==> config.mk <==
export PLATFORM = sky130hd
export DESIGN_NAME = pipe_hazard_ctrl
export DESIGN_NICKNAME = d
export VERILOG_FILES = /design/src/rtl/cpu_isa_pkg.sv /design/src/rtl/insn_src_decode.sv /design/src/rtl/pipe_hazard_ctrl.sv
export SDC_FILE = /design/constraint.sdc
export NUM_CORES = 1
export LEC_CHECK = 0
export CAP_MARGIN = 20
export CORE_MARGIN = 3
export CORE_UTILIZATION = 40
export DETAILED_ROUTE_END_ITERATION = 12
export GPL_TIMING_DRIVEN = 0
export HOLD_SLACK_MARGIN = 0.06
export PLACE_DENSITY_LB_ADDON = 0.08
export SYNTH_ARGS = -nofsm -noshare
export SYNTH_HDL_FRONTEND = slang
export SYNTH_SLANG_ARGS = --single-unit
==> constraint.sdc <==
create_clock -name clock -period 2.4 [get_ports clock]
set_input_delay 0.24 -clock clock [delete_from_list [all_inputs] [get_ports clock]]
set_output_delay 0.24 -clock clock [all_outputs]
set_load 0.01 [all_outputs]
==> src/rtl/cpu_isa_pkg.sv <==
// ISA constants and field helpers shared by the hazard controller, the
// forwarding unit and the datapath decoders.
package cpu_isa_pkg;

  localparam logic [31:0] NOP_INSN = 32'h0000_0000;

  localparam int OP_HI    = 31;
  localparam int OP_LO    = 27;
  localparam int RD_HI    = 26;
  localparam int RD_LO    = 22;
  localparam int RS_HI    = 21;
  localparam int RS_LO    = 17;
  localparam int RT_HI    = 16;
  localparam int RT_LO    = 12;
  localparam int ALUOP_HI = 6;
  localparam int ALUOP_LO = 2;

  localparam logic [4:0] R0  = 5'd0;
  localparam logic [4:0] R30 = 5'd30;
  localparam logic [4:0] R31 = 5'd31;

  localparam logic [4:0] OP_R    = 5'b00000;
  localparam logic [4:0] OP_J    = 5'b00001;
  localparam logic [4:0] OP_BNE  = 5'b00010;
  localparam logic [4:0] OP_JAL  = 5'b00011;
  localparam logic [4:0] OP_JR   = 5'b00100;
  localparam logic [4:0] OP_ADDI = 5'b00101;
  localparam logic [4:0] OP_BLT  = 5'b00110;
  localparam logic [4:0] OP_SW   = 5'b00111;
  localparam logic [4:0] OP_LW   = 5'b01000;
  localparam logic [4:0] OP_SETX = 5'b10101;
  localparam logic [4:0] OP_BEX  = 5'b10110;

  localparam logic [4:0] ALU_MUL = 5'b00110;
  localparam logic [4:0] ALU_DIV = 5'b00111;

  typedef enum logic {MD_IDLE, MD_BUSY} md_state_e;

  function automatic logic [4:0] insn_opcode(input logic [31:0] insn);
    return insn[OP_HI:OP_LO];
  endfunction

  function automatic logic [4:0] insn_rd(input logic [31:0] insn);
    return insn[RD_HI:RD_LO];
  endfunction

  function automatic logic [4:0] insn_rs(input logic [31:0] insn);
    return insn[RS_HI:RS_LO];
  endfunction

  function automatic logic [4:0] insn_rt(input logic [31:0] insn);
    return insn[RT_HI:RT_LO];
  endfunction

  function automatic logic [4:0] insn_aluop(input logic [31:0] insn);
    return insn[ALUOP_HI:ALUOP_LO];
  endfunction

  function automatic logic is_muldiv(input logic [31:0] insn);
    return (insn_opcode(insn) == OP_R) &&
           ((insn_aluop(insn) == ALU_MUL) || (insn_aluop(insn) == ALU_DIV));
  endfunction

endpackage

==> src/rtl/insn_src_decode.sv <==
// Maps an instruction to the register numbers it reads, with a use flag per
// source so unused fields never raise a false hazard.
module insn_src_decode
  import cpu_isa_pkg::*;
(
  input  logic [31:0] insn,
  output logic [4:0]  src1,
  output logic [4:0]  src2,
  output logic        use1,
  output logic        use2
);

  logic unused_low_bits;
  assign unused_low_bits = ^insn[11:0];

  always_comb begin
    src1 = R0;
    src2 = R0;
    use1 = 1'b0;
    use2 = 1'b0;
    case (insn_opcode(insn))
      OP_R: begin
        src1 = insn_rs(insn);
        src2 = insn_rt(insn);
        use1 = 1'b1;
        use2 = 1'b1;
      end
      OP_ADDI, OP_LW: begin
        src1 = insn_rs(insn);
        use1 = 1'b1;
      end
      // Stores and compares read the rd field as a data source.
      OP_SW, OP_BNE, OP_BLT: begin
        src1 = insn_rd(insn);
        src2 = insn_rs(insn);
        use1 = 1'b1;
        use2 = 1'b1;
      end
      OP_JR: begin
        src1 = insn_rd(insn);
        use1 = 1'b1;
      end
      OP_BEX: begin
        src1 = R30;
        use1 = 1'b1;
      end
      default: ;
    endcase
  end

endmodule

==> src/rtl/pipe_hazard_ctrl.sv <==
// Pipeline latch owner for the 5-stage core: load-use and multdiv stalls,
// X-stage branch flushes, PC enable and the multdiv start pulse.
module pipe_hazard_ctrl #(
  parameter int          PC_W     = 32,
  parameter logic [31:0] NOP_INSN = 32'h0000_0000
) (
  input  logic            clock,
  input  logic            reset,
  input  logic [31:0]     imem_insn,
  input  logic [PC_W-1:0] pc_in,
  input  logic            branch_taken,
  input  logic            md_ready,
  output logic [31:0]     fd_insn,
  output logic [31:0]     dx_insn,
  output logic [31:0]     xm_insn,
  output logic [31:0]     mw_insn,
  output logic [PC_W-1:0] fd_pc,
  output logic [PC_W-1:0] dx_pc,
  output logic            pc_enable,
  output logic            stall,
  output logic            flush,
  output logic            md_start
);
  import cpu_isa_pkg::*;

  md_state_e  md_state, md_state_next;
  logic [4:0] fd_src1, fd_src2;
  logic       fd_use1, fd_use2;
  logic [4:0] dx_rd;
  logic       dx_is_md, dx_is_load, load_use;
  logic       md_go, md_stall, do_flush, do_load_use;

  insn_src_decode u_fd_src (
    .insn (fd_insn),
    .src1 (fd_src1),
    .src2 (fd_src2),
    .use1 (fd_use1),
    .use2 (fd_use2)
  );

  assign dx_rd      = insn_rd(dx_insn);
  assign dx_is_md   = is_muldiv(dx_insn);
  assign dx_is_load = (insn_opcode(dx_insn) == OP_LW) && (dx_rd != R0);
  assign load_use   = dx_is_load &&
                      ((fd_use1 && (fd_src1 == dx_rd)) || (fd_use2 && (fd_src2 == dx_rd)));

  // Multdiv holds the front end from the cycle it is seen in D/X until the
  // cycle md_ready arrives; that cycle D/X is released.
  always_comb begin
    md_state_next = md_state;
    md_go         = 1'b0;
    md_stall      = 1'b0;
    case (md_state)
      MD_IDLE: begin
        if (dx_is_md) begin
          md_state_next = MD_BUSY;
          md_go         = 1'b1;
          md_stall      = 1'b1;
        end
      end
      MD_BUSY: begin
        if (md_ready) md_state_next = MD_IDLE;
        else          md_stall      = 1'b1;
      end
      default: md_state_next = MD_IDLE;
    endcase
  end

  assign do_flush    = branch_taken && !md_stall;
  assign do_load_use = load_use && !md_stall && !do_flush;

  always_comb begin
    pc_enable = 1'b0;
    stall     = 1'b0;
    flush     = 1'b0;
    md_start  = 1'b0;
    if (!reset) begin
      stall     = md_stall || do_load_use;
      flush     = do_flush;
      pc_enable = !(md_stall || do_load_use);
      md_start  = md_go;
    end
  end

  // PC latches hold on flush; the bubbled stages make their values moot.
  always_ff @(posedge clock) begin
    if (reset) begin
      fd_insn  <= NOP_INSN;
      dx_insn  <= NOP_INSN;
      xm_insn  <= NOP_INSN;
      mw_insn  <= NOP_INSN;
      fd_pc    <= '0;
      dx_pc    <= '0;
      md_state <= MD_IDLE;
    end else begin
      md_state <= md_state_next;
      mw_insn  <= xm_insn;
      if (do_flush) begin
        fd_insn <= NOP_INSN;
        dx_insn <= NOP_INSN;
        xm_insn <= dx_insn;
      end else if (md_stall) begin
        xm_insn <= NOP_INSN;
      end else if (do_load_use) begin
        dx_insn <= NOP_INSN;
        xm_insn <= dx_insn;
      end else begin
        fd_insn <= imem_insn;
        fd_pc   <= pc_in;
        dx_insn <= fd_insn;
        dx_pc   <= fd_pc;
        xm_insn <= dx_insn;
      end
    end
  end

endmodule

**Run 1: cell classes on the final placement**

Drawn at 3 px/µm. Fill, decap, tap and diode cells in grey.
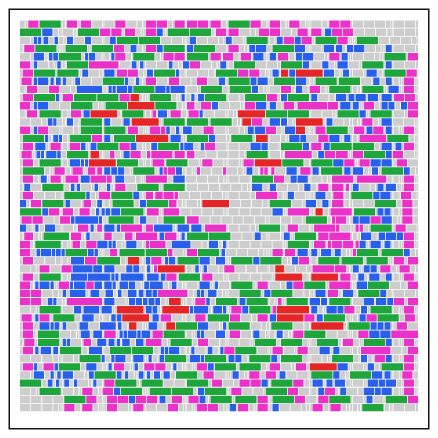
magenta -> other buffers and delay cells  # cells 340, share of their area 31%
blue -> all other logic  # cells 467, share of their area 29%
green -> flip-flops  # cells 193, share of their area 35%
red -> clock drivers and dummy loads  # cells 32, share of their area 5.6%

**Run 1: clock network drawn from the DEF**

Drawn at 4 px/µm.
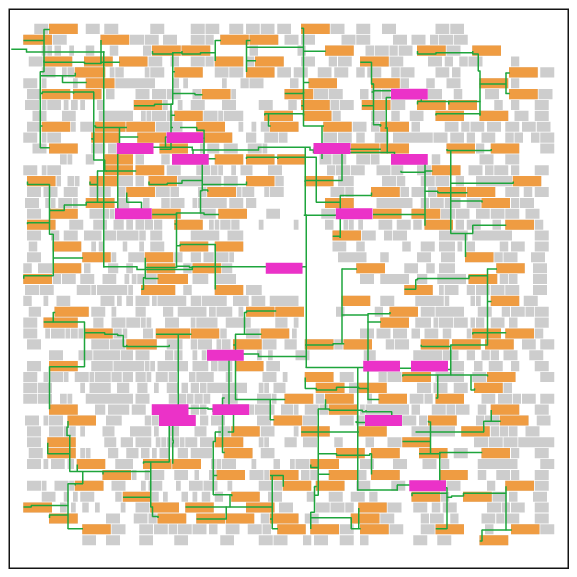
magenta -> cells driving clock nets  # count 17
green -> clock wires  # length 2170 µm
orange -> flip-flops  # count 193
routed clock nets = 18

**Run 1: close-up of the layout**

Region (95, 95) to (115, 115) µm. Cells in grey, sequential cells in the stronger grey; small squares are vias.
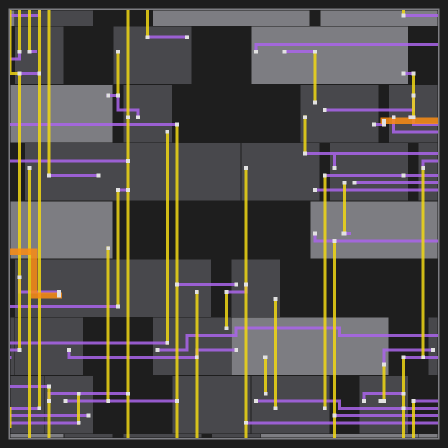
orange -> met3
purple -> met1
yellow -> met2
cells with their middle in the window = 21
sequential cells in the window = 5
netlist names of flops here include = dx_pc (3), fd_pc (2)
most frequent = nand2b_1 (6), dfxtp_1 (5), clkdlybuf4s50_1 (4)

**Run 1: PDN straps and rails**

Drawn at 3 px/µm. Pins as bars on the die edge.
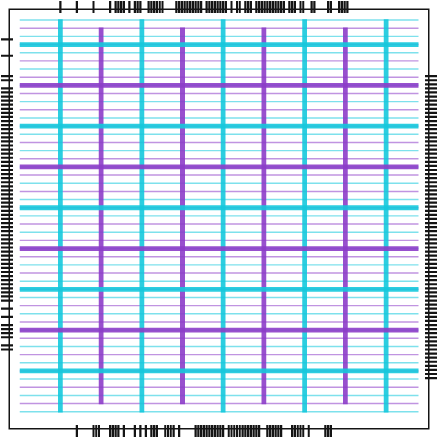
purple -> VDD
cyan -> VSS
rows = 48
met1 rails = 49

[run 1: cells by family after synthesis]
kind of cell	count (synthesis)
flip-flops	193
AND-OR/OR-AND	59
AND/OR/NAND/NOR	300
buffers and inverters	51
multiplexers	97
XOR/XNOR	3
[run 1: metrics by stage]
step	hold WS [ns]	cells	worst slack, ns	util	power (µW)
2_1_floorplan	0.375	703	-0.0417	-	3720
3_3_place_gp	0.445	1190	-0.984	0.579	4110
3_5_place_dp	0.451	1190	-0.917	0.579	4110
4_1_cts	0.344	1239	-0.702	0.638	7110
5_1_grt	0.354	1257	-0.639	0.664	7360
6_report	0.358	1257	-0.540	0.664	7120
[run 1: report_power, final]
part           switching (µW)  internal (µW)  total, µW
Combinational             315            460        774
Sequential               68.0           3290       3360
Clock                    1300           1680       2980
Total                    1690           5430       7120
==> job_summary.md, run 1 <==
### Flow metrics

| Metric | Value |
|---|---|
| Top cell class by occupied area | `flip-flops and latches` |
| Number of antenna violations at the first check in global routing | `0` |
| Mux share | `0.137` |
| Number of enable-type register cells in the synthesized netlist | `0` |
| Nets@finish | `1087` |
| Wire length reported by the detailed router | `about 22 mm` |
| Worst hold path cell count | `3` |
| Setup repair after global routing missed its margin | `yes` |
| Average detailed-routed wire length per instance | `17.1 µm` |
| Yosys chip area | `slightly above 7000 µm²` |
| Slew Limit Fails | `0` |
| Stages on worst setup path | `10` |
| Vias per cell | `about 4.7` |
| Post-route cell area | `11500 µm²` |
| Overall chip area | `slightly below 20000 µm²` |
| Post-synth net total | `771` |
| Highest-count cells in the layout ignoring fill and taps | `sky130_fd_sc_hd__clkdlybuf4s50_1, sky130_fd_sc_hd__dfxtp_1, sky130_fd_sc_hd__nand2b_1, sky130_fd_sc_hd__nand2_1, sky130_fd_sc_hd__mux2i_1` |
| Gate count after technology mapping | `703` |
| Largest voltage drop on the vdd net | `0.493 mV` |
| Required time worst endpoint | `between 2 and 2.5 ns` |
| Aggregate global-route resource usage | `0.211` |
| Core Density at Floorplan | `0.410` |
| Total global routing overflow | `0` |
| Measured slew at the worst slew-check pin | `0.565 ns` |
| Setup tns final | `-37.47 ns` |
| Seq cells post-synth | `193` |
| Worst hold path endpoint | `fd_insn[6]` |
| Vertical extent of the die | `139 µm` |
| Largest area contributor in the synthesized netlist | `sky130_fd_sc_hd__dfxtp_1` |
| Hold Startpoint | `imem_insn[6]` |
| Critical path's slowest cell | `sky130_fd_sc_hd__or4_4` |
| Worst reg2reg path depth | `12` |
| Pleak | `0.00471 µW` |
| TritonCTS clock tree | `yes` |
| Share of layout cells above drive strength 1 | `0.131` |
| Final number of setup-violating endpoints | `120` |
| Violations in the final reports | `negative setup slack` |
| Final setup slack of the worst path | `-0.540 ns` |
| Kind of cell adding the most delay to the critical path | `simple AND/OR/NAND/NOR gates` |
| Top cells by instance count after synthesis | `sky130_fd_sc_hd__dfxtp_1, sky130_fd_sc_hd__nand2_1, sky130_fd_sc_hd__nand2b_1` |
| Stage-log warning count | `29` |
| Result of the run | `finished with violations` |
| Via count of the routed design | `a little under 6000` |
**Run 1: routing congestion**

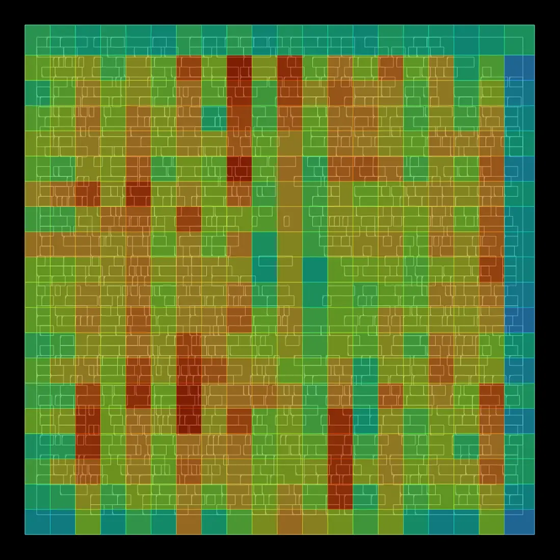

==> run 2, diff against run 1 <==
- CORE_MARGIN: 3 -> 4
**Run 2: routing congestion**

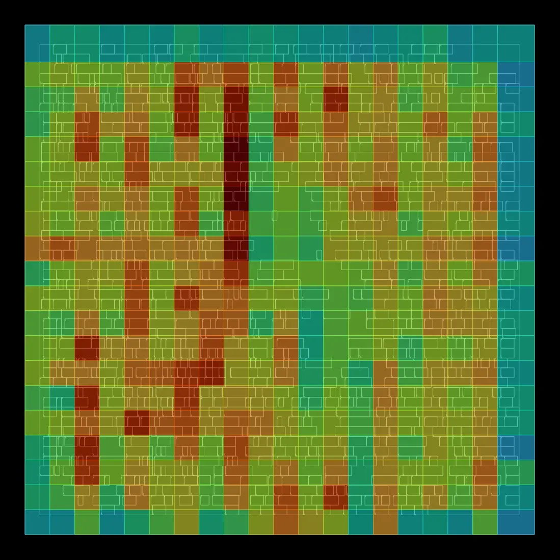
average detailed-routed wire length per instance: 17.4 µm
met2 layer usage reported by global route: 0.363
global routing usage on met3: 0.0526

**Run 2: clock network drawn from the DEF**

Drawn at 4 px/µm.
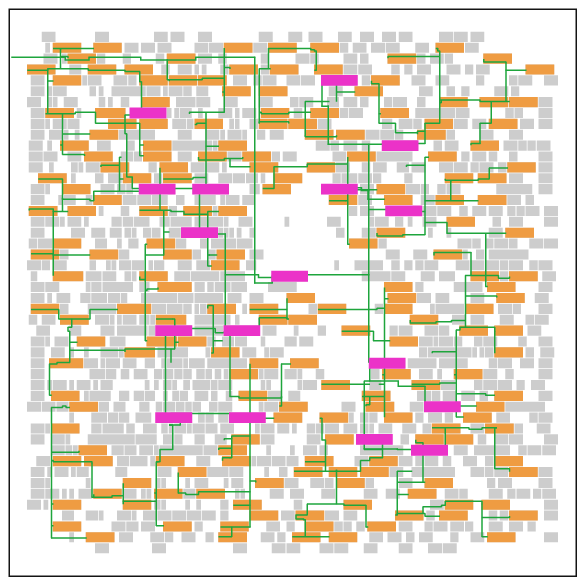
green -> clock wires  # length 2190 µm
magenta -> cells driving clock nets  # count 17
orange -> flip-flops  # count 193
flops lie = all over the die

**Run 2: PDN straps and rails**

Drawn at 3 px/µm. Pins as bars on the die edge.
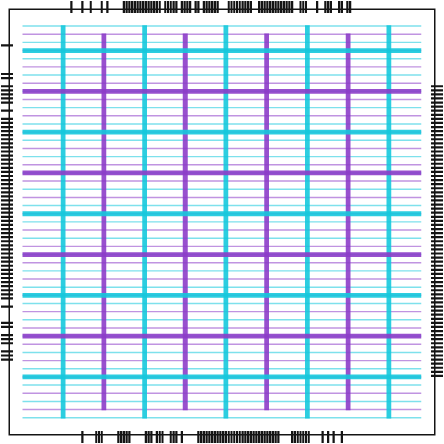
purple -> VDD
cyan -> VSS
rows = 48
signal pins = 264
met1 rails = 49
met4 straps = 9
met5 straps = 9

==> run 2 against run 1 <==
The flow still finishes with violations (negative setup slack). Register-to-register slack improved by 0.02 ns. Via count increased by 0.72%. Design area increased by 0.87%. Sequential share of layout area decreased by 0.31 points. Die area increased by 2.9%.
==> job_summary.md, run 2 <==
### Flow metrics

| Metric | Value |
|---|---|
| Largest area contributor in the synthesized netlist | `sky130_fd_sc_hd__dfxtp_1` |
| Number of antenna violations at the first check in global routing | `0` |
| Critical path's slowest cell | `sky130_fd_sc_hd__or4_4` |
| Final number of setup-violating endpoints | `125` |
| Worst reg2reg path depth | `16` |
| Cell internal pwr | `approximately 5500 µW` |
| Total power | `7210 µW` |
| Yosys chip area | `7110 µm²` |
| Required time worst endpoint | `2.16 ns` |
| Worst hold path endpoint | `fd_insn[29]` |
| Vias per cell | `4.74` |
| Final setup slack of the worst path | `-0.542 ns` |
| Worst hold-check slack | `~0.35 ns` |
| Violations in the final reports | `negative setup slack` |
| Result of the run | `finished with violations` |
| Worst hold path cell count | `3` |
| Clock network power share | `0.428` |
| Overall chip area | `20000 µm²` |
| Power of the combinational group | `766 µW` |
| Vertical extent of the die | `141 µm` |
| Flop pwr share | `0.466` |
| Total global routing overflow | `0` |
| Via count of the routed design | `5978` |
| Share of layout cells above drive strength 1 | `0.142` |
| Top power consumer group | `registers` |
| Stage-log warning count | `29` |
| Non-filler cells in the finished layout | `around 1300` |
| Post-synth net total | `771` |
## run 2: worst max-delay path by stage
stage,end,slack [ns],depth (start not counted)
final,stall,-0.54,10
after floorplan,fd_pc[10],-0.04,10
after CTS,pc_enable,-0.64,10
after detailed placement,pc_enable,-0.94,9
after global placement,pc_enable,-0.96,9
after global routing,stall,-0.61,10
## run 2: layout make-up
type                       instances  share of cell area
buffer                            41              0.0337
clock buffer                      17              0.0366
clock inverter                    15              0.0189
inverter                           8             0.00258
multi-input combinational        459               0.276
sequential                       193               0.334
tap                              225              0.0242
timing repair buffer             304               0.274
## run 2: metal layers
metal	vias to the layer above	routed length, µm	GRT usage
met5	-	0	0
met2	194	10800	0.363
met3	33	1320	0.0526
met1	2770	9310	0.256
li1	2981	-	-
met4	0	484	0.0643
Power figures rest on the tool's default switching activity, not on a simulated workload.
